==> run_1/drive_strength.png <==
Bar = 50 um.
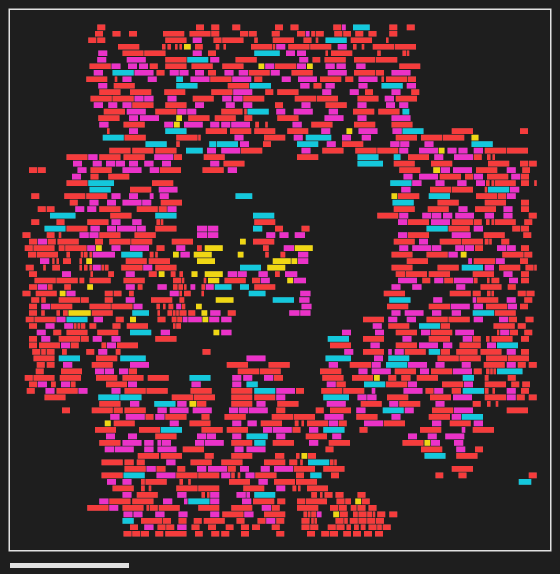
==> run_1/final_congestion.png <==
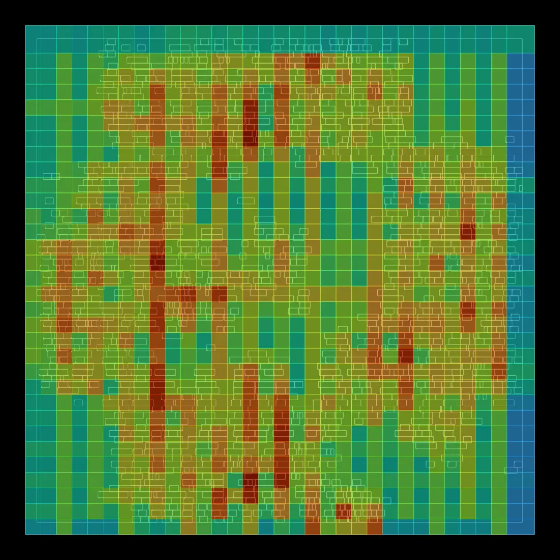
==> run_1/met2.png <==
Bar = 50 um.
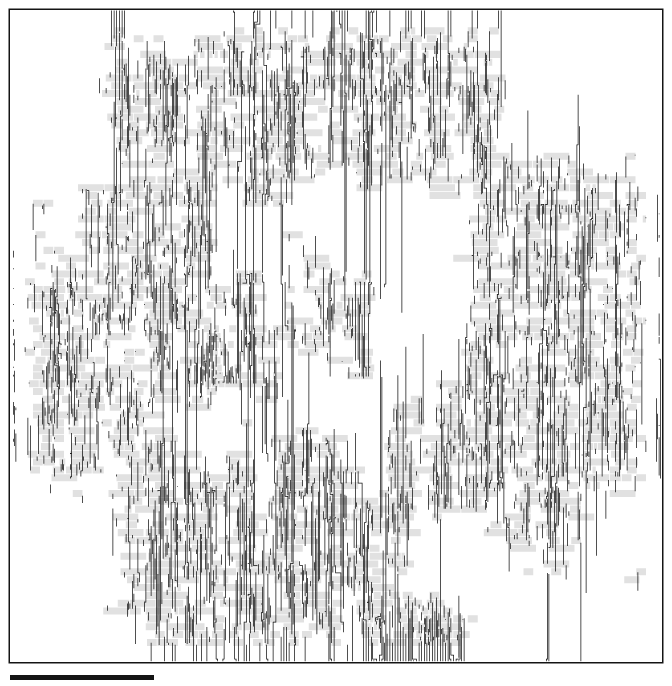
[src/rtl/axi_lite_pkg.sv]
// Shared response codes and channel FSM encodings
// for the AXI4-Lite register slave.
package axi_lite_pkg;

   localparam logic [1:0] RESP_OKAY   = 2'b00;
   localparam logic [1:0] RESP_SLVERR = 2'b10;

   typedef enum logic {
      W_IDLE = 1'b0,
      W_RESP = 1'b1
   } w_state_t;

   typedef enum logic {
      R_IDLE = 1'b0,
      R_DATA = 1'b1
   } r_state_t;

endpackage

[src/rtl/axi_lite_regfile.sv]
// Register storage with one byte-enabled write port
// and one asynchronous read port.
module axi_lite_regfile
   import axi_lite_pkg::*;
#(
   parameter int NUM_REGS   = 8,
   parameter int DATA_WIDTH = 32,
   parameter int IDX        = $clog2(NUM_REGS)
) (
   input  logic                    clk,
   input  logic                    rst_n,
   input  logic                    we,
   input  logic [IDX-1:0]          widx,
   input  logic [DATA_WIDTH-1:0]   wdata,
   input  logic [DATA_WIDTH/8-1:0] wstrb,
   input  logic [IDX-1:0]          ridx,
   output logic [DATA_WIDTH-1:0]   rdata,
   output logic [DATA_WIDTH-1:0]   reg0
);

   logic [DATA_WIDTH-1:0] mem [NUM_REGS];

   always_ff @(posedge clk or negedge rst_n) begin
      if (!rst_n) begin
         for (int i = 0; i < NUM_REGS; i++) begin
            mem[i] <= '0;
         end
      end else if (we) begin
         for (int b = 0; b < DATA_WIDTH/8; b++) begin
            if (wstrb[b]) begin
               mem[widx][8*b +: 8] <= wdata[8*b +: 8];
            end
         end
      end
   end

   assign rdata = mem[ridx];
   assign reg0  = mem[0];

endmodule

[src/rtl/axi_lite_reg_slave.sv]
// AXI4-Lite slave exposing a small register bank; the top
// index reads back status_in, reg[0] drives ctrl_out.
module axi_lite_reg_slave
   import axi_lite_pkg::*;
#(
   parameter int ADDR_WIDTH = 32,
   parameter int DATA_WIDTH = 32,
   parameter int NUM_REGS   = 8
) (
   input  logic                    clk,
   input  logic                    rst_n,
   input  logic [ADDR_WIDTH-1:0]   awaddr,
   input  logic                    awvalid,
   output logic                    awready,
   input  logic [DATA_WIDTH-1:0]   wdata,
   input  logic [DATA_WIDTH/8-1:0] wstrb,
   input  logic                    wvalid,
   output logic                    wready,
   output logic [1:0]              bresp,
   output logic                    bvalid,
   input  logic                    bready,
   input  logic [ADDR_WIDTH-1:0]   araddr,
   input  logic                    arvalid,
   output logic                    arready,
   output logic [DATA_WIDTH-1:0]   rdata,
   output logic [1:0]              rresp,
   output logic                    rvalid,
   input  logic                    rready,
   output logic [DATA_WIDTH-1:0]   ctrl_out,
   input  logic [DATA_WIDTH-1:0]   status_in
);

   localparam int IDX = $clog2(NUM_REGS);
   localparam logic [IDX-1:0] RO_IDX = IDX'(NUM_REGS - 1);

   w_state_t w_state;
   r_state_t r_state;

   logic                    aw_held;
   logic                    w_held;
   logic [ADDR_WIDTH-1:0]   awaddr_q;
   logic [DATA_WIDTH-1:0]   wdata_q;
   logic [DATA_WIDTH/8-1:0] wstrb_q;

   logic                    aw_fire;
   logic                    w_fire;
   logic                    commit;
   logic [ADDR_WIDTH-1:0]   c_addr;
   logic [DATA_WIDTH-1:0]   c_data;
   logic [DATA_WIDTH/8-1:0] c_strb;
   logic [IDX-1:0]          c_idx;
   logic                    c_err;
   logic                    we;

   logic [IDX-1:0]          r_idx;
   logic                    r_oor;
   logic [DATA_WIDTH-1:0]   rf_rdata;

   assign awready = (w_state == W_IDLE) && !aw_held;
   assign wready  = (w_state == W_IDLE) && !w_held;
   assign arready = (r_state == R_IDLE);

   assign aw_fire = awvalid && awready;
   assign w_fire  = wvalid && wready;

   // Commit on the edge that completes the pair, using
   // live channel values for whichever half arrives now.
   assign commit = (w_state == W_IDLE)
                && (aw_held || aw_fire)
                && (w_held || w_fire);

   assign c_addr = aw_held ? awaddr_q : awaddr;
   assign c_data = w_held ? wdata_q : wdata;
   assign c_strb = w_held ? wstrb_q : wstrb;
   assign c_idx  = c_addr[IDX+1:2];
   assign c_err  = ((c_addr >> (IDX + 2)) != '0)
                || (c_idx == RO_IDX);
   assign we     = commit && !c_err;

   assign r_idx = araddr[IDX+1:2];
   assign r_oor = (araddr >> (IDX + 2)) != '0;

   axi_lite_regfile #(
      .NUM_REGS   (NUM_REGS),
      .DATA_WIDTH (DATA_WIDTH),
      .IDX        (IDX)
   ) u_regfile (
      .clk   (clk),
      .rst_n (rst_n),
      .we    (we),
      .widx  (c_idx),
      .wdata (c_data),
      .wstrb (c_strb),
      .ridx  (r_idx),
      .rdata (rf_rdata),
      .reg0  (ctrl_out)
   );

   always_ff @(posedge clk or negedge rst_n) begin
      if (!rst_n) begin
         w_state  <= W_IDLE;
         aw_held  <= 1'b0;
         w_held   <= 1'b0;
         awaddr_q <= '0;
         wdata_q  <= '0;
         wstrb_q  <= '0;
         bvalid   <= 1'b0;
         bresp    <= RESP_OKAY;
      end else begin
         unique case (w_state)
            W_IDLE: begin
               if (commit) begin
                  bvalid  <= 1'b1;
                  bresp   <= c_err ? RESP_SLVERR : RESP_OKAY;
                  w_state <= W_RESP;
                  aw_held <= 1'b0;
                  w_held  <= 1'b0;
               end else begin
                  if (aw_fire) begin
                     aw_held  <= 1'b1;
                     awaddr_q <= awaddr;
                  end
                  if (w_fire) begin
                     w_held  <= 1'b1;
                     wdata_q <= wdata;
                     wstrb_q <= wstrb;
                  end
               end
            end
            W_RESP: begin
               if (bready) begin
                  bvalid  <= 1'b0;
                  w_state <= W_IDLE;
               end
            end
         endcase
      end
   end

   always_ff @(posedge clk or negedge rst_n) begin
      if (!rst_n) begin
         r_state <= R_IDLE;
         rvalid  <= 1'b0;
         rresp   <= RESP_OKAY;
         rdata   <= '0;
      end else begin
         unique case (r_state)
            R_IDLE: begin
               if (arvalid) begin
                  rvalid  <= 1'b1;
                  r_state <= R_DATA;
                  rresp   <= r_oor ? RESP_SLVERR : RESP_OKAY;
                  if (r_oor)
                     rdata <= '0;
                  else if (r_idx == RO_IDX)
                     rdata <= status_in;
                  else
                     rdata <= rf_rdata;
               end
            end
            R_DATA: begin
               if (rready) begin
                  rvalid  <= 1'b0;
                  r_state <= R_IDLE;
               end
            end
         endcase
      end
   end

endmodule

[config.mk]
export PLATFORM = sky130hd
export DESIGN_NAME = axi_lite_reg_slave
export DESIGN_NICKNAME = d
export VERILOG_FILES = /design/src/rtl/axi_lite_pkg.sv /design/src/rtl/axi_lite_regfile.sv /design/src/rtl/axi_lite_reg_slave.sv
export SDC_FILE = /design/constraint.sdc
export NUM_CORES = 1
export LEC_CHECK = 0
export CAP_MARGIN = 20
export CORE_MARGIN = 5
export CORE_UTILIZATION = 33
export CTS_CLUSTER_DIAMETER = 40
export CTS_CLUSTER_SIZE = 24
export DETAILED_ROUTE_END_ITERATION = 8
export PLACE_DENSITY = 0.63
export SETUP_SLACK_MARGIN = 0.1
export SYNTH_ARGS = -nofsm -noshare
export SYNTH_HDL_FRONTEND = slang
export SYNTH_SLANG_ARGS = --single-unit
[constraint.sdc]
create_clock -name clk -period 3.3 [get_ports clk]
set_input_delay 0.33 -clock clk [delete_from_list [all_inputs] [get_ports clk]]
set_output_delay 0.33 -clock clk [all_outputs]
set_load 0.005 [all_outputs]
==> flow_metrics.tcl, run 1 <==
# metrics dict for downstream scripts
set metrics [dict create \
    io_buffers 205 \
    maxCapViolations 0 \
    slowest_delay_ps 940 \
    grt_overflow_total 0 \
    avgSynthCellArea_um2 15.12 \
    synth-edff-count 0 \
    drive_above_1_share 0.4236 \
    yosysTopAreaCellShare 0.5354 \
    top_cell "dfrtp_1" \
    yosysWarnings 0 \
    relSlewSlack 0.2376 \
    drt_pass1_iterations 4 \
    dpl_cell_area_mm2 0.01808 \
    areaGrowthSynthToFinish_pct 29.83 \
    antenna_found_initial 2 \
    fin_tns_setup_ps 0 \
    yosys_cells 1020 \
    detail_route.vias_per_cell 5.027 \
    synthCells 1020 \
    clk_latency_ps 580 \
    final_area_mm2 0.02003 \
    async_flop_share 1.000 \
    post_cts_buffers 0 \
    drc_errors 0 \
    power_density_mw_per_mm2 635.7 \
    cts_resized 0 \
    ir_drop_v 0.0003949 \
    ant_nets 0 \
    chipArea_mm2 0.05117 \
    largest_area_cell "dfrtp_1" \
    grt_pass1_wl_mm 60.98 \
    tightest_slew_ps 1140 \
    hpwl_mm 26.38 \
    netlist_area_mm2 0.01542 \
    tool_warnings 30 \
    setup_viol 0 \
    critical_path.max_fanout 10 \
    first_global_vias 10270 \
    min-delay-path-class "in -> reg" \
    common_cells "dfrtp_1, mux2_2, mux4_2" \
    timing.final.crit_period_ps 2897 \
    core_mm2 0.04636 \
    crit_chain "buf_4, nand2b_1, o32ai_1, nand4_2, mux2_2" \
    fmax_mhz 345.2 \
    arrival_ps 3340 \
    rsz0062_at_grt "false" \
    grt_max_degree 88 \
    yosys.cell_types.count 44 \
    crit_type "reg -> reg" \
    tritoncts "built" \
    cts_max_level 2 \
    die_w_um 226.2 \
    final_min_period_over_clock_period 0.8777 \
    clock-skew-final_ps 29.76 \
    cp-end-kind "flop" \
    cp.required_ps 3740 \
    start_kind "flop" \
    final_hold_viol_count 0 \
    clkTransAtPathRegs_ps 60 \
    cts.sinks 330 \
    die_h_um 226.2 \
    ys_seq_frac 0.5354 \
    ys.flops 330 \
    outcome "complete, no violations" \
    gp_congestion 0.7742 \
    root_buffer "clkbuf_16" \
    num_rows 79 \
    cts_hold_buffers 1 \
    drtIter0Drc 450 \
    ioPinCount 212 \
    slew_violations 0 \
    max-clock-path-buffers 3 \
    slowest_stage "o32ai_1" \
    flop_cell "dfrtp_1" \
    cts_buffers 54 \
    yosys_area_mm2 0.01542 \
    p_leak_nw 9.268 \
    final_nets 1371 \
    floorplan.core_util 0.3327 \
    synthTopCellsByArea "dfrtp_1, mux2_2, mux4_2, mux2i_1, buf_4" \
]
## Picture notes: drive_strength.png
color	size	cells
red	drive 1 or less	736
magenta	drive 2	414
yellow	drive 3 to 4	44
cyan	drive 6 and up	83
Final WS setup: 403.5 ps
Buffers, non-clock: 235

## Picture notes: final_congestion.png
WL/cell: 20.80 um
global-route usage over all layers: 0.1545
GR Layer Usage met2: 0.2551

## Picture notes: met2.png
nets with wire on the layer	1283
share of all routed wire	49%
detailed-route wire length: 39.22 mm
vias: 9476

==> run 1: metal layers <==
metal  vias up  wire, um  GRT usage
met5         -        27          0
met1      4961     16940     0.2028
met3        66      2198    0.03653
met4         4       859    0.04813
li1       4250         -          -
met2       195     19190     0.2551
==> run 1: final timing paths <==
path	startpoint	to	slack (ps)	depth (start not counted)
worst min-delay path	bready	w_state	350	2
worst max register to register	aw_held	u_regfile.mem[198]	400	5
worst max-delay path	aw_held	u_regfile.mem[198]	400	5
worst min register to register	r_state	rvalid	450	1
min in group asynchronous	rst_n	u_regfile.mem[197]	380	2
max in group asynchronous	rst_n	u_regfile.mem[60]	1810	3
==> run 1: sequential cells by signal, indices dropped and copies added, names as in the netlist, 4 cells and up <==
name / count
awaddr_q: 30
u_regfile.mem: 192
wstrb_q: 4
u_regfile.reg0: 32
wdata_q: 32
rdata: 32
==> run 1: per-stage QoR <==
stage          power [mW]  std cells    util  setup slack (ps)  hold slack [ps]
3_5_place_dp        6.923       1782  0.3900             296.1            405.0
2_1_floorplan       6.063       1021       -              1126            34.41
5_1_grt             13.31       1884  0.4319             301.7            366.1
3_3_place_gp        6.844       1782  0.3900             329.9            398.3
4_1_cts             12.91       1884  0.4319             340.3            310.7
6_report            12.73       1885  0.4320             403.5            349.1
==> run 1: final cells by class <==
cell class / instances / area, um^2
diodes: 1 / 2.502
clock buffers: 67 / 1481
clock inverters: 34 / 452.9
fillers: 4209 / 26330
inverters: 6 / 22.52
multi-input cells: 605 / 6701
flip-flops and latches: 330 / 8259
well taps: 607 / 759.5
repair buffers: 235 / 2347
==> run 1: critical path, delay by kind of cell (launching register included) <==
| family | cells | cell delay, ps |
|---|---|---|
| AOI/OAI and AO/OA | 1 | 940 |
| and+or+nand+nor | 2 | 660 |
| DFF | 1 | 490 |
| muxes | 1 | 440 |
| buffers and inverters | 1 | 230 |
==> run 1: power by group <==
| part | internal [mW] | switching, mW |
|---|---|---|
| clock network | 3.90 | 2.00 |
| logic | 0.996 | 1.08 |
| registers | 4.50 | 0.250 |
| total | 9.40 | 3.33 |
==> run 1: layout by cell type (no fill, tap or decap), drive strengths merged, types with 9 or more instances in the layout <==
master,Yosys,final
nand4,28,28
bufinv,0,9
nor4,15,15
clkdlybuf4s50,0,201
inv,6,12
o21ai,36,36
dfrtp,330,330
clkbuf,22,67
nor2,13,13
clkinv,0,13
nand2,42,42
mux2i,33,33
buf,58,33
mux4,64,64
mux2,326,326
==> run 1: cells by family after synthesis <==
group	synth area share
compound gates	0.02101
buf+inv	0.03212
flops	0.5354
mux	0.3529
other cells	0.0002431
simple gates	0.05840
==> inputs of run 2 (changes only) <==
--- a/config.mk
+++ b/config.mk
@@ -9,7 +9,7 @@
 export CORE_MARGIN = 5
 export CORE_UTILIZATION = 33
 export CTS_CLUSTER_DIAMETER = 40
-export CTS_CLUSTER_SIZE = 24
+export CTS_CLUSTER_SIZE = 12
 export DETAILED_ROUTE_END_ITERATION = 8
 export PLACE_DENSITY = 0.63
 export SETUP_SLACK_MARGIN = 0.1
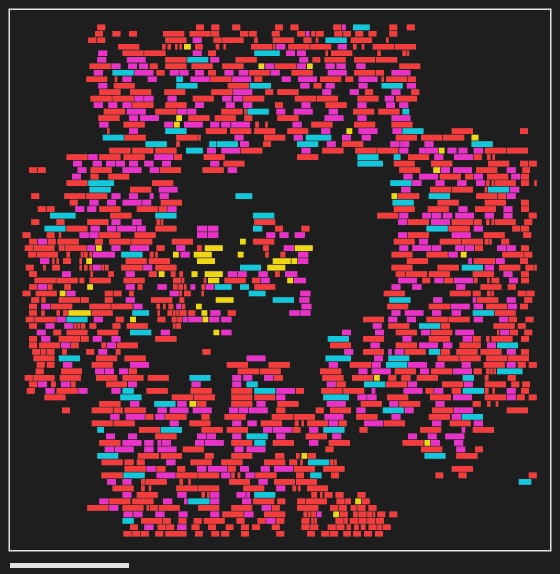
(run_2/drive_strength.png)
Bar = 50 um.
color	size	cells
magenta	drive 2	414
cyan	drive 6 and up	84
red	drive 1 or less	736
yellow	drive 3 to 4	43
Final Cell Area: 0.02001 mm^2
Area Overhead vs Synth: 29.74%
Final WS setup: 396.2 ps

==> run 2 against run 1 <==
Sequential power about the same; highest routed layer unchanged; fmax decreased by 0.25%; global-route usage about the same; largest power group unchanged; critical path type unchanged; sequential share of layout area about the same; clock-buffer cell count grew 1.
==> flow_metrics.tcl, run 2 <==
# metrics dict for downstream scripts
set metrics [dict create \
    use_met2 0.2556 \
    root_buffer "clkbuf_16" \
    rrSetupSlack_ps 400 \
    clkPwrFrac 0.462 \
    ys.flops 330 \
    flop_area_mm2 0.008259 \
    antenna_found_initial 2 \
    die_h_um 226.2 \
    hold_ws_ps 346.7 \
    yosys_area_mm2 0.01542 \
    cts_max_level 2 \
    swShare 0.2623 \
    final_core_util 0.4317 \
    layout.cells.most_common "dfrtp_1" \
    power_switching_mw 3.324 \
    seq_power_share 0.375 \
    yosys_cells 1020 \
    ant_nets 0 \
    tritoncts "built" \
    flop_cell "dfrtp_1" \
    met3_usage 0.03679 \
    clock-skew-final_ps 28.74 \
    ys_seq_frac 0.5354 \
    drc_errors 0 \
    netlist_area_mm2 0.01542 \
    final_hold_viol_count 0 \
    fin_tns_setup_ps 0 \
    nFillCells 4213 \
    grt_overflow_total 0 \
    async_flop_share 1.000 \
    drt_pass1_iterations 4 \
    timing.final.crit_period_ps 2904 \
    p_leak_nw 9.266 \
    cts.sinks 330 \
    detail_route.vias_per_cell 5.023 \
    clk_latency_ps 580 \
    power.internal_mw 9.347 \
    ioPinCount 212 \
    top_cell "dfrtp_1" \
    hpwl_mm 26.38 \
    power_density_mw_per_mm2 633.2 \
    min_delay_path_depth 2 \
    largest_reg_flops 192 \
    final_min_period_over_clock_period 0.8799 \
    routed_wl_mm 39.13 \
    maxCapViolations 0 \
    routedWlPerCell_um 20.76 \
    r2r_start "aw_held" \
    setup_viol 0 \
    drtIter0Drc 411 \
    stdcell_count 1885 \
    grt_max_degree 88 \
    dp_cells 1782 \
    fmax_mhz 344.4 \
    common_cells "dfrtp_1, mux2_2, mux4_2" \
    relSlewSlack 0.2369 \
    drive_above_1_share 0.4236 \
    cp-end-kind "flop" \
    critical_path.max_fanout 10 \
    p_comb_frac 0.163 \
    cts_buffers 54 \
    hp-start "bready" \
    crit_type "reg -> reg" \
    gr-usage-met1 0.2023 \
    grt_pass1_wl_mm 60.98 \
    chipArea_mm2 0.05117 \
    clkTransAtPathRegs_ps 60 \
    largest_area_cell "dfrtp_1" \
    cp.required_ps 3750 \
    tool_warnings 30 \
    gp_congestion 0.7742 \
    area.combinational_mm2 0.006701 \
    first_global_vias 10280 \
    outcome "complete, no violations" \
    avgSynthCellArea_um2 15.12 \
    post_cts_buffers 0 \
    regMostFlops "u_regfile.mem" \
]
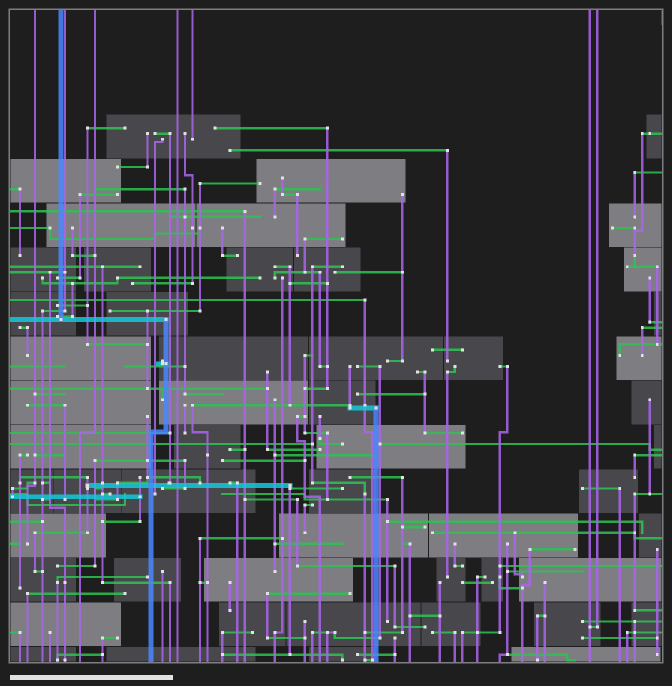
(run_2/zoom.png)
Bar = 10 um. Region (93, 48) to (133, 88) um. Cells in gray, sequential cells in the stronger gray; small squares are vias.
color	layer
purple	met2
blue	met4
green	met1
cyan	met3
sequential cells in the window	15
most frequent	dfrtp_1 (15), mux2_2 (12), mux4_2 (4)
cells with their middle in the window	40
netlist names of flops here include	u_regfile.mem (13)

==> run 2: logic make-up (layout without fill, tap and decap cells) <==
kind of cell,after synthesis,after routing,synth area share
multiplexers,423,423,0.3529
AND/OR/NAND/NOR,126,126,0.05840
flip-flops,330,330,0.5354
AND-OR/OR-AND,54,54,0.02101
other,1,3,0.0002431
buffers and inverters,86,342,0.03212
==> run 2: how the worst max path moves through the flow <==
stage	startpoint	to	slack, ps
after floorplan	aw_held	u_regfile.mem[88]	1130
after global placement	awaddr[21]	u_regfile.reg0[9]	330
after detailed placement	awaddr[21]	u_regfile.mem[198]	300
after CTS	aw_held	u_regfile.mem[194]	340
after global routing	aw_held	u_regfile.mem[198]	300
final	aw_held	u_regfile.mem[194]	400
==> run 2: what timing repair did <==
action | in CTS | in global routing
endpoints found under the setup margin | 0 | 0
hold endpoints to repair | 80 | 0
hold buffers | 1 | 0
==> run 2: power by group through the flow <==
stage | clock, mW | combinational (mW) | sequential [mW]
finish | 5.85 | 2.07 | 4.75
global route | 6.18 | 2.28 | 4.81
CTS | 6.00 | 2.12 | 4.74
detailed placement | 0 | 2.11 | 4.81
global placement | 0 | 2.06 | 4.78
floorplan | 0 | 1.34 | 4.72
==> run 2: routing by layer <==
layer / routed length, um / part of all wire / vias up
met5: 22 / 0.00056 / -
met4: 885 / 0.023 / 4
met3: 2253 / 0.058 / 70
met2: 19080 / 0.49 / 204
met1: 16890 / 0.43 / 4933
li1: - / - / 4258
==> run 2: critical path, stage by stage (launching register included) <==
cell      delay [ps]
dfrtp_1          480
buf_4            230
nand2b_1         120
o32ai_1          940
nand4_2          550
mux2_2           450
==> run 2: layout make-up <==
cell class,instances,share of cell area
Antenna cell,1,0.0001250
Clock buffer,68,0.07472
Sequential cell,330,0.4127
Tap cell,607,0.03795
Clock inverter,33,0.02120
Timing Repair Buffer,235,0.1173
Inverter,6,0.001125
Multi-Input combinational cell,605,0.3349
==> run 2: metrics by stage <==
| step | setup WS (ps) | power, mW |
|---|---|---|
| after floorplan | 1126 | 6.063 |
| after global placement | 329.9 | 6.844 |
| after detailed placement | 296.1 | 6.923 |
| after CTS | 340.3 | 12.86 |
| after global routing | 301.7 | 13.26 |
| final | 396.2 | 12.67 |
==> inputs of run 3 (changes only) <==
--- a/config.mk
+++ b/config.mk
@@ -11,7 +11,7 @@
 export CTS_CLUSTER_DIAMETER = 40
 export CTS_CLUSTER_SIZE = 12
 export DETAILED_ROUTE_END_ITERATION = 8
-export PLACE_DENSITY = 0.63
+export PLACE_DENSITY = 0.54
 export SETUP_SLACK_MARGIN = 0.1
 export SYNTH_ARGS = -nofsm -noshare
 export SYNTH_HDL_FRONTEND = slang
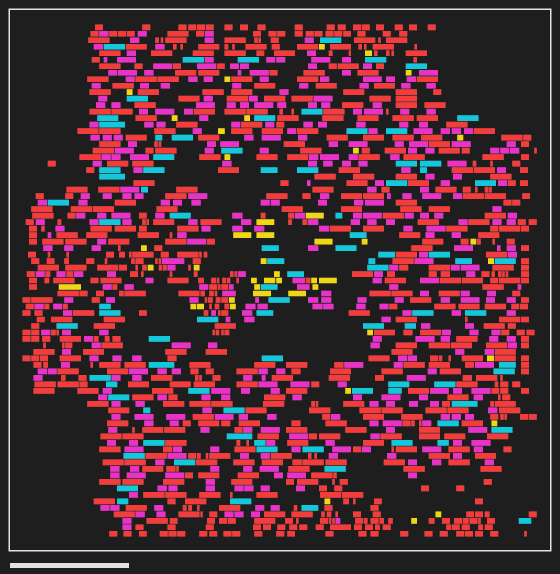
(run_3/drive_strength.png)
Bar = 50 um.
color	size	cells
red	drive 1 or less	740
magenta	drive 2	412
cyan	drive 6 and up	88
yellow	drive 3 to 4	45

==> run 3 against run 2 <==
Global-route usage up 0.44 points; cell area up 0.47%; critical path depth up 1; sequential cell count unchanged; total power up 0.28%; critical endpoint is now u_regfile.mem[134]; largest power group unchanged.
==> flow_metrics.tcl, run 3 <==
# metrics dict for downstream scripts
set metrics [dict create \
    die_w_um 226.2 \
    grt_overflow_total 0 \
    drt_pass1_iterations 4 \
    max-clock-path-buffers 3 \
    p_leak_nw 9.278 \
    layout.cells.most_common "dfrtp_1" \
    regMostFlops "u_regfile.mem" \
    min_delay_path_depth 2 \
    areaGrowthSynthToFinish_pct 30.35 \
    synthTopCellsByArea "dfrtp_1, mux2_2, mux4_2, mux2i_1, buf_4" \
    timing.final.ws_setup_ps 362.0 \
    drtIter0Drc 420 \
    first_global_vias 10170 \
    antenna_found_initial 1 \
    num_vias 9429 \
    fin_tns_setup_ps 0 \
    avgSynthCellArea_um2 15.12 \
    tritoncts "built" \
    power_density_mw_per_mm2 632.0 \
    cts_resized 0 \
    critical_path.max_fanout 10 \
    start_kind "flop" \
    cp.required_ps 3760 \
    dpl_cell_area_mm2 0.01815 \
    cts.sinks 330 \
    grt_pass1_wl_mm 62.17 \
    routed_wl_mm 40.47 \
    core_mm2 0.04636 \
    clkTransAtPathRegs_ps 50 \
    yosys_cells 1020 \
    flop_area_mm2 0.008259 \
    top_cell "dfrtp_1" \
    chipArea_mm2 0.05117 \
    min-delay-path-class "in -> reg" \
    yosys.cell_types.count 44 \
    rsz0062_at_grt "false" \
    mostFrequentLayoutCells "dfrtp_1, mux2_2, clkdlybuf4s50_1, mux4_2, clkbuf_16" \
    io_buffers 205 \
    slew_violations 0 \
    final_area_mm2 0.02011 \
    ioPinCount 212 \
    synth-edff-count 0 \
    drive_above_1_share 0.4241 \
    timing.final.crit_period_ps 2938 \
    outcome "complete, no violations" \
    yosysTopAreaCellShare 0.5354 \
    wl_met2_mm 19.09 \
    maxCapViolations 0 \
    drc_errors 0 \
    relSlewSlack 0.4596 \
    gp_congestion 0.7622 \
    met3_length_mm 2.430 \
    root_buffer "clkbuf_16" \
    synthCells 1020 \
    netlist_area_mm2 0.01542 \
    common_cells "dfrtp_1, mux2_2, mux4_2" \
    async_flop_share 1.000 \
    num_rows 79 \
    flop_cell "dfrtp_1" \
    cts_buffers 58 \
    area.combinational_mm2 0.006701 \
    clock-skew-final_ps 23.56 \
    final_min_period_over_clock_period 0.8903 \
    power_mw 12.71 \
    floorplan.core_util 0.3327 \
    fmax_mhz 340.4 \
    ys_seq_frac 0.5354 \
    clk_latency_ps 600 \
    nFillCells 4223 \
    detail_route.vias_per_cell 4.981 \
    tool_warnings 30 \
    ir_drop_v 0.0003842 \
    setup_viol 0 \
    largest_reg_flops 192 \
    top_layer "met5" \
    ys.flops 330 \
    cp-end-kind "flop" \
    pre_cts_ws_ps 131.7 \
    cts_max_level 2 \
    final_nets 1376 \
    grt_max_degree 96 \
    reg2regPathDepth 6 \
    die_h_um 226.2 \
    largest_area_cell "dfrtp_1" \
    final_hold_viol_count 0 \
    wl_met1_mm 18.28 \
    ant_nets 0 \
    hpwl_mm 26.70 \
    arrival_ps 3400 \
    tightest_slew_ps 810.7 \
    yosys_area_mm2 0.01542 \
    yosysWarnings 0 \
    crit_type "reg -> reg" \
]
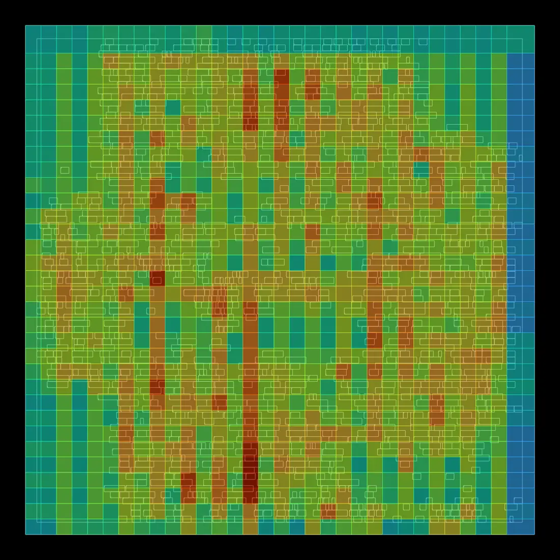
(run_3/final_congestion.png)
global-route usage over all layers: 0.1589
GR Layer Usage met2: 0.2522
WL/cell: 21.38 um

## run 3: cell counts after synthesis
No cell type changed its count.
## run 3: per-stage QoR
step | util | hold slack (ps) | std cells
floorplan | - | 34.41 | 1021
global placement | 0.3914 | 433.3 | 1782
detailed placement | 0.3915 | 449.1 | 1783
CTS | 0.4336 | 291.5 | 1892
global route | 0.4336 | 319.3 | 1892
finish | 0.4337 | 344.7 | 1893
## run 3: cell families after synthesis
kind of cell / after synthesis / synth area share
buffers and inverters: 86 / 0.03212
and+or+nand+nor: 126 / 0.05840
muxes: 423 / 0.3529
DFF: 330 / 0.5354
other: 1 / 0.0002431
AOI/OAI and AO/OA: 54 / 0.02101
## run 3: metal layers
layer / vias up / global-route usage
li1: 4276 / -
met1: 4898 / 0.2198
met2: 203 / 0.2522
met3: 50 / 0.03991
met4: 2 / 0.04075
met5: - / 0
## run 3: final timing paths
kind	start	end	slack, ps
setup / recovery	aw_held	u_regfile.mem[134]	360
hold / removal	rready	r_state	340
setup reg to reg	aw_held	u_regfile.mem[134]	360
hold reg to reg	r_state	rvalid	450
max in group asynchronous	rst_n	w_held	1960
min in group asynchronous	rst_n	u_regfile.reg0[5]	400
## run 3: worst max-delay path, cell delays in order, from the launching register on
cell	delay [ps]
dfrtp_1	590
nor4b_1	280
nand4_1	200
a221oi_4	610
buf_4	280
nand4_2	400
mux2_2	430
## run 3: cell type report
type / count / area share
flip-flops and latches: 330 / 0.4108
multi-input cells: 605 / 0.3333
inverters: 6 / 0.001120
clock buffers: 74 / 0.07816
diodes: 1 / 0.0001245
repair buffers: 236 / 0.1201
well taps: 607 / 0.03777
clock inverters: 34 / 0.01861
## run 3: what timing repair did
item                      CTS  global route
buffers inserted            0             0
hold endpoints to repair   90             0
hold buffers                1             0
## run 3: where the power goes
group          internal [mW]  switching (mW)
logic                   1.01            1.07
registers               4.50           0.262
clock network           3.77            2.09
Power figures rest on the tool's default switching activity, not on a simulated workload.
